--- src/rtl/shift_pkg.sv ---
// rtl/shift_pkg.sv - op codes and FSM state encoding for the serial shifter
package shift_pkg;

    localparam logic [1:0] OP_SHL  = 2'b00;
    localparam logic [1:0] OP_SHR  = 2'b01;
    localparam logic [1:0] OP_ASHR = 2'b10;
    localparam logic [1:0] OP_ROL  = 2'b11;

    typedef enum logic [1:0] {
        ST_IDLE  = 2'b00,
        ST_SHIFT = 2'b01,
        ST_DONE  = 2'b10
    } state_t;

endpackage

--- src/rtl/shift_step.sv ---
// rtl/shift_step.sv - one-bit-position shift/rotate of d according to op
module shift_step
    import shift_pkg::*;
#(
    parameter int WIDTH = 4
) (
    input  logic [WIDTH-1:0] d,
    input  logic [1:0]       op,
    output logic [WIDTH-1:0] q
);

    always_comb begin
        q = d;
        case (op)
            OP_SHL:  q = {d[WIDTH-2:0], 1'b0};
            OP_SHR:  q = {1'b0, d[WIDTH-1:1]};
            OP_ASHR: q = {d[WIDTH-1], d[WIDTH-1:1]};
            OP_ROL:  q = {d[WIDTH-2:0], d[WIDTH-1]};
            default: q = d;
        endcase
    end

endmodule

--- src/rtl/serial_shift_unit.sv ---
// rtl/serial_shift_unit.sv - multi-cycle shifter, one bit position per clock
module serial_shift_unit
    import shift_pkg::*;
#(
    parameter int WIDTH = 4,
    parameter int AMT_W = 2
) (
    input  logic             clk,
    input  logic             rst_n,
    input  logic             in_valid,
    output logic             in_ready,
    input  logic [WIDTH-1:0] in_data,
    input  logic [AMT_W-1:0] in_amt,
    input  logic [1:0]       in_op,
    output logic             out_valid,
    input  logic             out_ready,
    output logic [WIDTH-1:0] out_data,
    output logic             busy
);

    state_t           state, state_nxt;
    logic [WIDTH-1:0] data_q;
    logic [WIDTH-1:0] step_d;
    logic [AMT_W-1:0] cnt_q;
    logic [1:0]       op_q;
    logic             accept;

    shift_step #(.WIDTH(WIDTH)) u_step (
        .d  (data_q),
        .op (op_q),
        .q  (step_d)
    );

    assign accept   = in_valid && in_ready;
    assign out_data = data_q;

    always_ff @(posedge clk or negedge rst_n) begin
        if (!rst_n) begin
            state  <= ST_IDLE;
            data_q <= '0;
            cnt_q  <= '0;
            op_q   <= OP_SHL;
        end else begin
            state <= state_nxt;
            if (accept) begin
                data_q <= in_data;
                cnt_q  <= in_amt;
                op_q   <= in_op;
            end else if (state == ST_SHIFT) begin
                data_q <= step_d;
                cnt_q  <= cnt_q - AMT_W'(1);
            end
        end
    end

    // SHIFT is only entered with a nonzero count, so count==1 marks the last step
    always_comb begin
        state_nxt = state;
        case (state)
            ST_IDLE:  if (accept) state_nxt = (in_amt == '0) ? ST_DONE : ST_SHIFT;
            ST_SHIFT: if (cnt_q == AMT_W'(1)) state_nxt = ST_DONE;
            ST_DONE:  if (out_ready) state_nxt = ST_IDLE;
            default:  state_nxt = ST_IDLE;
        endcase
    end

    always_comb begin
        in_ready  = (state == ST_IDLE);
        out_valid = (state == ST_DONE);
        busy      = (state != ST_IDLE);
    end

endmodule
--- config.mk ---
export PLATFORM = sky130hd
export DESIGN_NAME = serial_shift_unit
export DESIGN_NICKNAME = d
export VERILOG_FILES = /design/src/rtl/shift_pkg.sv /design/src/rtl/shift_step.sv /design/src/rtl/serial_shift_unit.sv
export SDC_FILE = /design/constraint.sdc
export NUM_CORES = 1
export LEC_CHECK = 0
export ABC_CLOCK_PERIOD_IN_PS = 2210
export CORE_AREA = 2 2 39 41
export CTS_CLUSTER_SIZE = 14
export DETAILED_ROUTE_END_ITERATION = 10
export DIE_AREA = 0 0 41 43
export HOLD_SLACK_MARGIN = 0.06
export PLACE_DENSITY_LB_ADDON = 0.25
export SETUP_SLACK_MARGIN = 0.4
export SYNTH_ARGS = -nofsm -noshare
export SYNTH_HDL_FRONTEND = slang
export SYNTH_HIERARCHICAL = 1
export SYNTH_SLANG_ARGS = --single-unit
export TNS_END_PERCENT = 100
--- constraint.sdc ---
create_clock -name clk -period 2.21 [get_ports clk]
set_input_delay 0.442 -clock clk [delete_from_list [all_inputs] [get_ports clk]]
set_output_delay 0.442 -clock clk [all_outputs]
set_load 0.005 [all_outputs]
Metal 2:
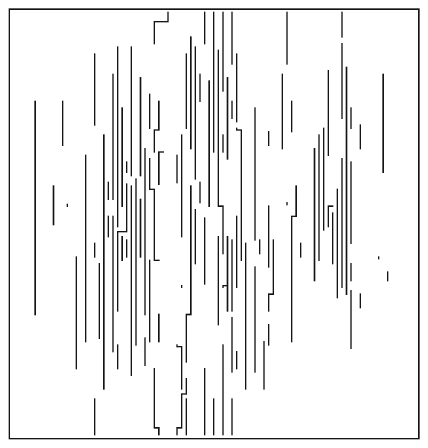
nets with wire on the layer: 80
longest straight run: 25.5 um
final wirelength: 1.406 mm
routing usage on met2: 32.81%
via count: 501

Sizing map:
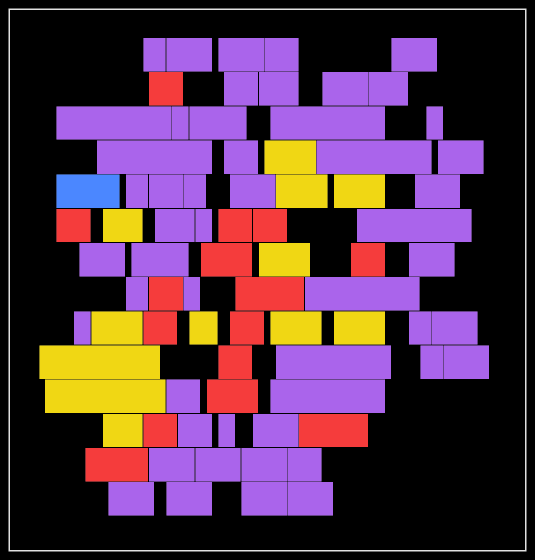
legend:
  blue:
    size: _6 and larger
    cells: 1
    most_used: clkbuf_8
  purple:
    size: _0 and _1 cells
    cells: 51
    most_used: clkdlybuf4s50_1
  yellow:
    size: _2 cells
    cells: 12
    most_used: o221a_2
  red:
    size: _3 and _4 cells
    cells: 15
    most_used: buf_4

Placement density heat map:
Bar = 10 um. The die is cut into 8 by 9 equal tiles; dark blue is low, red is high, 0 to 100% covered.
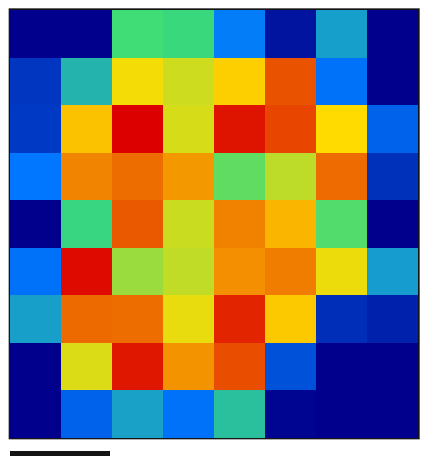
mean over tiles: 49%
densest ninth of the die: middle
tiles over 75% full: 33%

==> impl_metrics.py <==
# Auto-generated metrics
metrics = {
    "floorplan": {
        "fp_util_pct": 42.86,
        "die_area_um2": 1763,
        "die_w_um": 41,
        "ioPinCount": 19,
        "rows": 14,
        "core_area_um2": 1384,
    },
    "synthesis": {
        "xor_share_pct": 1.477,
        "ys.flops": 10,
        "yosysWarningCount": 6,
        "synth_cell_type_count": 25,
        "netlist_area_um2": 593.1,
        "top_cell_area_share_pct": 42.19,
        "yosys_area_um2": 593.1,
        "synthMuxAreaShare_pct": 15.82,
        "synth.avg_cell_area_um2": 11.41,
        "synth.cellmix.simpleShare_pct": 17.51,
        "seq_area_frac_synth_pct": 42.19,
        "topCombFamilyByArea": "simple AND/OR/NAND/NOR gates",
        "post-synth-top-count-cell": "dfrtp_1",
        "edf_count": 0,
        "synthCells": 52,
    },
    "power": {
        "sw_frac_of_total_pct": 34.85,
        "p_per_area_nw_per_um2": 1426,
        "power.group.top": "combinational logic",
        "p_sw_uw": 435.8,
        "p_comb_share_pct": 56.1,
        "sequentialPowerShare_pct": 31.0,
        "internal_power_uw": 814.8,
        "p_clk_uw": 161,
        "seq_cell_power_uw": 388,
    },
    "timing": {
        "setup_ws_ps": 458.5,
        "totalNegativeSetupSlack_ps": 0,
        "rsz0062_at_grt": "false",
        "final-max-slew-violation-count": 0,
        "setup_viol": 0,
        "worst_slew_pin_slew_ps": 448.8,
        "max_slew_margin_pct": 69.98,
        "whs_ps": 488.9,
        "hold_viol_final": 0,
        "fin_crit_sh_pct": 79.25,
        "clock-skew-final_ps": 3.445,
    },
    "final_layout": {
        "layout_top_cell": "clkdlybuf4s50_1",
        "finish.instance_area_um2": 877.1,
        "final_nets": 93,
        "drive_gt1_share_pct": 35.44,
        "final_core_util_pct": 63.38,
        "stdcell_count": 95,
    },
    "place": {
        "hpwl_um": 965.9,
        "gp_congestion": 0.7550,
        "numPortBuffers": 18,
        "pre_cts_slack_ps": 467.0,
    },
    "cts": {
        "cts_setup_buffers": 5,
        "cts.sinks": 10,
        "clk_path_buf_depth": 2,
        "cts_tree": "yes",
        "cts_buffers": 3,
        "cts.repair.resized": 4,
        "h-tree-depth": 1,
    },
    "global_routing": {
        "grt-ovfl-total": 0,
        "use_met3_pct": 9.424,
        "grt_pass1_vias": 502,
        "grt_max_degree": 11,
        "antenna_found_initial": 0,
        "met1_usage_pct": 18.21,
        "grt_pass1_wl_mm": 2.187,
    },
    "status": {
        "outcome": "finished, final reports clean",
    },
    "route": {
        "first_pass_iters": 4,
        "wl_met1_um": 525,
        "via_per_inst": 5.274,
        "first_iter_violations": 11,
        "met3_wirelength_um": 57,
        "dr_wl_met2_um": 801,
        "highest_layer": "met4",
        "antenna_left": 0,
        "drc_errors": 0,
    },
    "critical_path": {
        "critPathCaptureType": "output pin",
        "crit_start": "state[0]",
        "cp_max_fo": 3,
        "critPathRequiredTime_ps": 1770,
        "crit_type": "reg -> out",
    },
    "flow_run": {
        "warnings": 26,
    },
    "min_path": {
        "worstHoldPathType": "in -> async",
    },
}
-- final cells by class --
class | count | area share (%)
multi-input combinational | 37 | 36.80
sequential | 10 | 28.82
timing repair buffer | 25 | 26.68
clock buffer | 4 | 4.137
tap | 16 | 2.282
inverter | 3 | 1.284
-- worst max-delay path: cells and delay by family (launching register included) --
family / cells / cell delay, ps
buffers and inverters: 1 / 500
DFF: 1 / 430
and+or+nand+nor: 1 / 120
-- final timing paths --
kind	end	cells after the start	slack (ps)
min in group clk	cnt_q[0]	1	530
max in group asynchronous	state[0]	1	1390
hold reg to reg	cnt_q[0]	1	530
setup reg to reg	out_data[2]	3	670
hold / removal	out_data[0]	1	490
setup / recovery	out_valid	2	460
-- flip-flops by register name (all words and copies together), names as in the netlist --
name,count
state,2
op_q,2
out_data,4
cnt_q,2
Power figures rest on the tool's default switching activity, not on a simulated workload.
